## config.mk

```make
export PLATFORM = sky130hd
export DESIGN_NAME = multi_key_debounce_flat
export DESIGN_NICKNAME = d
export VERILOG_FILES = /design/src/rtl/multi_key_debounce_if.sv /design/src/rtl/multi_key_debounce.sv /design/src/flat_wrapper.sv
export SDC_FILE = /design/constraint.sdc
export NUM_CORES = 1
export LEC_CHECK = 0
export CORE_ASPECT_RATIO = 0.8
export CORE_MARGIN = 4
export CORE_UTILIZATION = 50
export DETAILED_ROUTE_END_ITERATION = 12
export GPL_ROUTABILITY_DRIVEN = 1
export GPL_TIMING_DRIVEN = 0
export PLACE_DENSITY = 0.67
export SYNTH_ARGS = -nofsm -noshare
export SYNTH_HDL_FRONTEND = slang
export SYNTH_SLANG_ARGS = --single-unit
```

## constraint.sdc

```tcl
create_clock -name sys_clk -period 13.64 [get_ports sys_clk]
set_input_delay 3.41 -clock sys_clk [delete_from_list [all_inputs] [get_ports sys_clk]]
set_output_delay 3.41 -clock sys_clk [all_outputs]
set_load 0.005 [all_outputs]
```

## src/rtl/multi_key_debounce_if.sv

```systemverilog
// Key-pin / debounced-event bundle between board pins and the key conditioner.
// The release pulse is named key_release because "release" is a reserved SystemVerilog keyword.
interface multi_key_debounce_if #(
    parameter int CH = 4
);
    logic [CH-1:0] key;
    logic [CH-1:0] key_value;
    logic [CH-1:0] press;
    logic [CH-1:0] key_release;
    logic [CH-1:0] long_press;

    modport master (
        output key,
        input  key_value,
        input  press,
        input  key_release,
        input  long_press
    );

    modport slave (
        input  key,
        output key_value,
        output press,
        output key_release,
        output long_press
    );
endinterface

```

## src/rtl/multi_key_debounce.sv

```systemverilog
// Multi-channel push-button conditioner: per-key synchroniser, lock-out debouncer
// and press / release / long-press event pulses derived from the debounced level.
module multi_key_debounce #(
    parameter int CH          = 4,
    parameter int LOCK_CYCLES = 1000000,
    parameter int LONG_CYCLES = 50000000,
    parameter int SYNC_STAGES = 2,
    parameter int ACTIVE_LOW  = 1
) (
    input  logic                 sys_clk,
    input  logic                 sys_rst,
    multi_key_debounce_if.slave  kif
);
    localparam int LOCK_W = $clog2(LOCK_CYCLES);
    localparam int HOLD_W = $clog2(LONG_CYCLES);
    localparam logic [LOCK_W-1:0] LOCK_MAX = LOCK_W'(LOCK_CYCLES - 1);
    localparam logic [HOLD_W-1:0] HOLD_MAX = HOLD_W'(LONG_CYCLES - 1);
    localparam logic REL = (ACTIVE_LOW != 0);

    typedef enum logic {ST_IDLE, ST_LOCK} state_t;

    logic [CH-1:0] kv_vec;
    logic [CH-1:0] press_vec;
    logic [CH-1:0] rel_vec;
    logic [CH-1:0] long_vec;

    genvar gi;
    generate
        for (gi = 0; gi < CH; gi++) begin : g_ch
            logic [SYNC_STAGES-1:0] sync_reg;
            logic                   s;
            state_t                 state_reg, state_next;
            logic [LOCK_W-1:0]      lock_cnt_reg, lock_cnt_next;
            logic [HOLD_W-1:0]      hold_cnt_reg, hold_cnt_next;
            logic                   kv_reg, kv_next;
            logic                   press_reg, press_next;
            logic                   rel_reg, rel_next;
            logic                   long_reg, long_next;
            logic                   long_done_reg, long_done_next;

            assign s = sync_reg[SYNC_STAGES-1];

            always_ff @(posedge sys_clk or posedge sys_rst) begin
                if (sys_rst) begin
                    sync_reg      <= {SYNC_STAGES{REL}};
                    state_reg     <= ST_IDLE;
                    lock_cnt_reg  <= '0;
                    hold_cnt_reg  <= '0;
                    kv_reg        <= REL;
                    press_reg     <= 1'b0;
                    rel_reg       <= 1'b0;
                    long_reg      <= 1'b0;
                    long_done_reg <= 1'b0;
                end else begin
                    sync_reg      <= {sync_reg[SYNC_STAGES-2:0], kif.key[gi]};
                    state_reg     <= state_next;
                    lock_cnt_reg  <= lock_cnt_next;
                    hold_cnt_reg  <= hold_cnt_next;
                    kv_reg        <= kv_next;
                    press_reg     <= press_next;
                    rel_reg       <= rel_next;
                    long_reg      <= long_next;
                    long_done_reg <= long_done_next;
                end
            end

            always_comb begin
                state_next     = state_reg;
                lock_cnt_next  = lock_cnt_reg;
                kv_next        = kv_reg;
                press_next     = 1'b0;
                rel_next       = 1'b0;
                hold_cnt_next  = hold_cnt_reg;
                long_next      = 1'b0;
                long_done_next = long_done_reg;

                // Accept a change at once, then ignore the pin for the whole window.
                case (state_reg)
                    ST_IDLE: begin
                        if (s != kv_reg) begin
                            kv_next       = s;
                            press_next    = (s != REL);
                            rel_next      = (s == REL);
                            lock_cnt_next = '0;
                            state_next    = ST_LOCK;
                        end
                    end
                    ST_LOCK: begin
                        if (lock_cnt_reg == LOCK_MAX) begin
                            lock_cnt_next = '0;
                            state_next    = ST_IDLE;
                        end else begin
                            lock_cnt_next = lock_cnt_reg + LOCK_W'(1);
                        end
                    end
                    default: state_next = ST_IDLE;
                endcase

                // Hold counter saturates; long_done keeps the long pulse to one per press.
                if (kv_reg == REL) begin
                    hold_cnt_next  = '0;
                    long_done_next = 1'b0;
                end else if (hold_cnt_reg == HOLD_MAX) begin
                    if (!long_done_reg) begin
                        long_next      = 1'b1;
                        long_done_next = 1'b1;
                    end
                end else begin
                    hold_cnt_next = hold_cnt_reg + HOLD_W'(1);
                end
            end

            assign kv_vec[gi]    = kv_reg;
            assign press_vec[gi] = press_reg;
            assign rel_vec[gi]   = rel_reg;
            assign long_vec[gi]  = long_reg;
        end
    endgenerate

    assign kif.key_value   = kv_vec;
    assign kif.press       = press_vec;
    assign kif.key_release = rel_vec;
    assign kif.long_press  = long_vec;
endmodule
```

## src/flat_wrapper.sv

```systemverilog
// flat-port wrapper written by rule: the top's interface ports become plain ports
module multi_key_debounce_flat 
#(
    parameter int CH          = 4,
    parameter int LOCK_CYCLES = 1000000,
    parameter int LONG_CYCLES = 50000000,
    parameter int SYNC_STAGES = 2,
    parameter int ACTIVE_LOW  = 1
)
  (sys_clk, sys_rst, kif_key, kif_key_value, kif_press, kif_key_release, kif_long_press);
  multi_key_debounce_if #(.CH(CH)) kif_i ();
  input  logic sys_clk;
  input  logic sys_rst;
  input wire logic [$bits(kif_i.key)-1:0] kif_key;
  output wire logic [$bits(kif_i.key_value)-1:0] kif_key_value;
  output wire logic [$bits(kif_i.press)-1:0] kif_press;
  output wire logic [$bits(kif_i.key_release)-1:0] kif_key_release;
  output wire logic [$bits(kif_i.long_press)-1:0] kif_long_press;
  assign kif_i.key = kif_key;
  assign kif_key_value = kif_i.key_value;
  assign kif_press = kif_i.press;
  assign kif_key_release = kif_i.key_release;
  assign kif_long_press = kif_i.long_press;
  multi_key_debounce #(.CH(CH), .LOCK_CYCLES(LOCK_CYCLES), .LONG_CYCLES(LONG_CYCLES), .SYNC_STAGES(SYNC_STAGES), .ACTIVE_LOW(ACTIVE_LOW)) u_core (.sys_clk(sys_clk), .sys_rst(sys_rst), .kif(kif_i));
endmodule
```

==> results.sh, run 1 <==
# flow metrics
export IMPL_pre_cts_slack_ns=8.60
export IMPL_nWellTaps=300
export IMPL_clkSinkCount=216
export IMPL_syn_inst=1183
export IMPL_drt_first_pass_iters=5
export IMPL_ys_sh_xor_pct=7.93
export IMPL_place_inst=1505
export IMPL_drtIter0Drc=692
export IMPL_clkbuf_count=35
export IMPL_top_cells_by_count="dfrtp_1 (204), nor2_1 (145), nand2_1 (116)"
export IMPL_die_h_um=141
export IMPL_compound_area_share_pct=9.31
export IMPL_powerDensity_nw_per_um2=133
export IMPL_diodes=0
export IMPL_cts_max_level=1
export IMPL_grt_met2_usage_pct=26.9
export IMPL_ys_sh_simple_pct=26.8
export IMPL_antenna_found_initial=0
export IMPL_grt_max_degree=123
export IMPL_fin_ws_ns=8.54
export IMPL_slew_headroom_pct=30.2
export IMPL_required_ns=10.23
export IMPL_ys_top_cells_by_area="dfrtp_1 (46%), nor2_1 (4.9%), xor2_1 (4.6%), nand2_1 (3.9%), nand3_1 (3.8%)"
export IMPL_synthMuxAreaShare_pct=1.19
export IMPL_cts_buffer_depth=3
export IMPL_p_leak_nw=5.19
export IMPL_setup_violations=0
export IMPL_crit_path_max_incr_delay_ns=0.57
export IMPL_r2r_start="u_core.g_ch[3].kv_reg"
export IMPL_min_to="u_core.g_ch[3].sync_reg[1]"
export IMPL_die_w_um=174
export IMPL_highest_layer="met4"
export IMPL_status="complete, no violations"
export IMPL_grt_pass1_wl_um=38700
export IMPL_synth_cell_types=63
export IMPL_syn_to_final_growth_pct=12.0
export IMPL_syn_area_um2=11100
export IMPL_largest_reg_flops=104
export IMPL_synth_area_yosys_um2=11100
export IMPL_critPathBufInv=2
export IMPL_cts_buffers=23
export IMPL_worstMarginPinSlew_ns=1.04
Fig. 1: run 1, port wiring
Scale bar: 50 um.
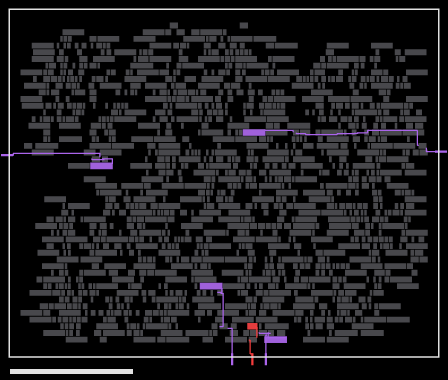
`sys_rst`: drawn in red, bits 1, direction input, edge bottom, end cells 1, buffers 1, wire 12.6 um. `kif_long_press`: drawn in purple, bits 4, direction output, edge 2 bottom, 1 left, 1 right, end cells 4, buffers 8, wire 181 um.

Fig. 2: run 1, power grid
Scale bar: 50 um. Pins as bars on the die edge.
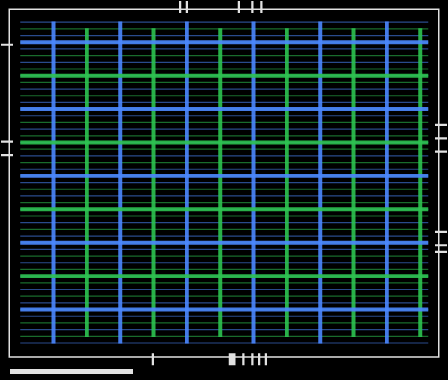
VSS: drawn in blue. VDD: drawn in green.
49 met1 rails follow the rows. 9 straps on met5. 22 signal pins sit on the boundary.

Fig. 3: run 1, placement by cell class
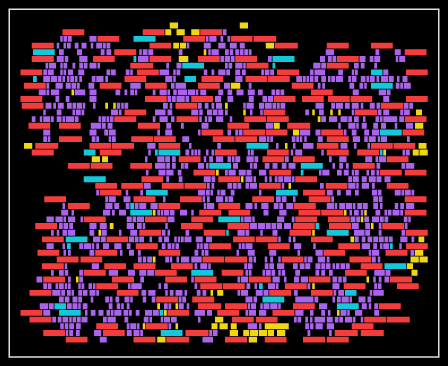
combinational and other logic: drawn in purple, cells 914, share of their area 45%. clock drivers and dummy loads: drawn in cyan, cells 41, share of their area 5.8%. remaining buffers and delay cells: drawn in yellow, cells 75, share of their area 4.3%. sequential cells: drawn in red, cells 216, share of their area 45%.
final instance area: 12,400 um^2
final core occ: 57.1%
Placement Rows: 48
core area: 21,700 um^2
Seq area share: 43.8%

Fig. 4: run 1, routing congestion map
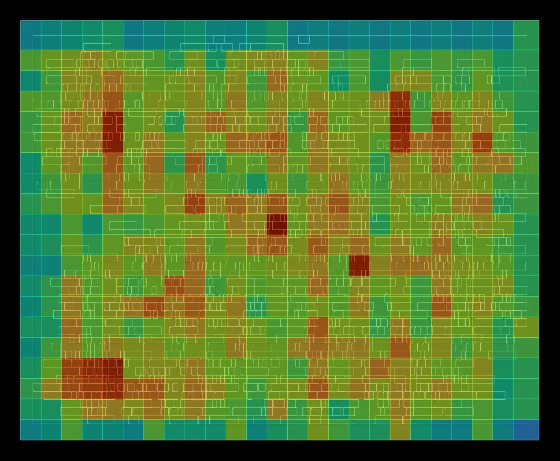
Routed WL per cell: 14.6 um
met1 Resource Use GR: 28.2%
met3 usage in global routing: 2.84%

Fig. 5: run 1, cell density map
Scale bar: 50 um. 17 x 14 tiles, from black (low) to pale yellow (high), 0 to 100% covered.
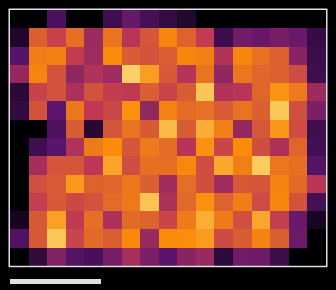

==> run 1 -> run 2 <==
--- a/config.mk
+++ b/config.mk
@@ -11,7 +11,7 @@
 export DETAILED_ROUTE_END_ITERATION = 12
 export GPL_ROUTABILITY_DRIVEN = 1
 export GPL_TIMING_DRIVEN = 0
-export PLACE_DENSITY = 0.67
+export PLACE_DENSITY = 0.7
 export SYNTH_ARGS = -nofsm -noshare
 export SYNTH_HDL_FRONTEND = slang
 export SYNTH_SLANG_ARGS = --single-unit
==> constraint.sdc (replaced) <==
create_clock -name sys_clk -period 4.3 [get_ports sys_clk]
set_input_delay 1.075 -clock sys_clk [delete_from_list [all_inputs] [get_ports sys_clk]]
set_output_delay 1.075 -clock sys_clk [all_outputs]
set_load 0.005 [all_outputs]
Fig. 6: run 2, cell density map
Scale bar: 50 um. 17 x 14 tiles, from black (low) to pale yellow (high), 0 to 100% covered.
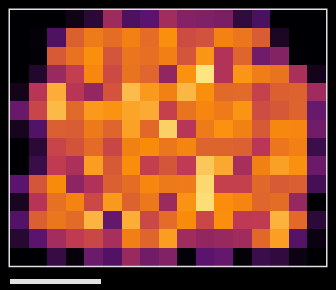
10% of the tiles are nearly empty. The fullest tile reaches 94%. The mean over all tiles is 49%.
final core occ: 57.7%
Initial Util: 51.0%

==> run 2 against run 1 <==
Final cell count rose by 0.32%. Total power rose to 3.2 times the previous value. Flip-flop count unchanged. Sequential power grew to 3.2 times the previous value. Die size unchanged. Hold slack gained 0.0013 ns. Non-clock buffer count increased by 5. Design area grew 1.0%. Via count up 1.0%. Clock power rose to 3.3 times the previous value.
==> results.sh, run 2 <==
# flow metrics
export IMPL_antenna_found_initial=0
export IMPL_ys_sh_xor_pct=7.93
export IMPL_ys_sh_simple_pct=26.8
export IMPL_grt_max_degree=40
export IMPL_cts_max_level=1
export IMPL_gr_usage_met3_pct=2.98
export IMPL_synthMuxAreaShare_pct=1.19
export IMPL_coreArea_um2=21700
export IMPL_status="complete, no violations"
export IMPL_min_to="u_core.g_ch[2].sync_reg[1]"
export IMPL_top_cells_by_count="dfrtp_1 (204), nor2_1 (145), nand2_1 (116)"
export IMPL_grt_util_met1_pct=28.5
export IMPL_synth_area_yosys_um2=11100
export IMPL_fin_area_um2=12500
export IMPL_diodes=0
export IMPL_drt_first_pass_iters=5
export IMPL_routed_via_density=5.57
export IMPL_powerDensity_nw_per_um2=424
export IMPL_p_total_mw=5.30
export IMPL_postCtsSetupBuffers=0
export IMPL_die_w_um=174
export IMPL_cts_buffers=23
export IMPL_ys_top_cells_by_area="dfrtp_1 (46%), nor2_1 (4.9%), xor2_1 (4.6%), nand2_1 (3.9%), nand3_1 (3.8%)"
export IMPL_clkbuf_count=38
export IMPL_syn_inst=1183
export IMPL_fin_ws_ns=1.52
export IMPL_syn_to_final_growth_pct=13.1
export IMPL_syn_area_um2=11100
export IMPL_post_cts_resized=0
export IMPL_grt_met2_usage_pct=28.2
export IMPL_r2r_start="u_core.g_ch[3].kv_reg"
export IMPL_die_h_um=141
export IMPL_synth_cell_types=63
export IMPL_largest_reg_flops=104
export IMPL_place_inst=1510
export IMPL_hold_violations=0
export IMPL_edf_count=0
export IMPL_vias=8645
export IMPL_std_cell_rows=48
export IMPL_nWellTaps=300
export IMPL_grt_pass1_wl_um=39600
export IMPL_critPathBufInv=2
export IMPL_crit_path_max_incr_delay_ns=0.58
export IMPL_wl_per_cell_um=14.5
export IMPL_sh_seq_area_pct=43.4
export IMPL_pre_cts_slack_ns=1.51
export IMPL_slew_headroom_pct=26.8
Fig. 7: run 2, power grid
Scale bar: 50 um. Pins as bars on the die edge.
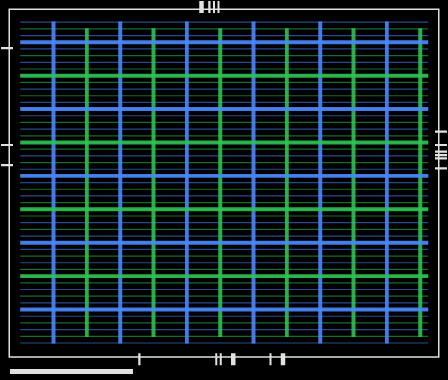
VDD: drawn in green. VSS: drawn in blue.
12 straps on met4. The core has 48 rows.

Power and IR drop assume default switching activity.
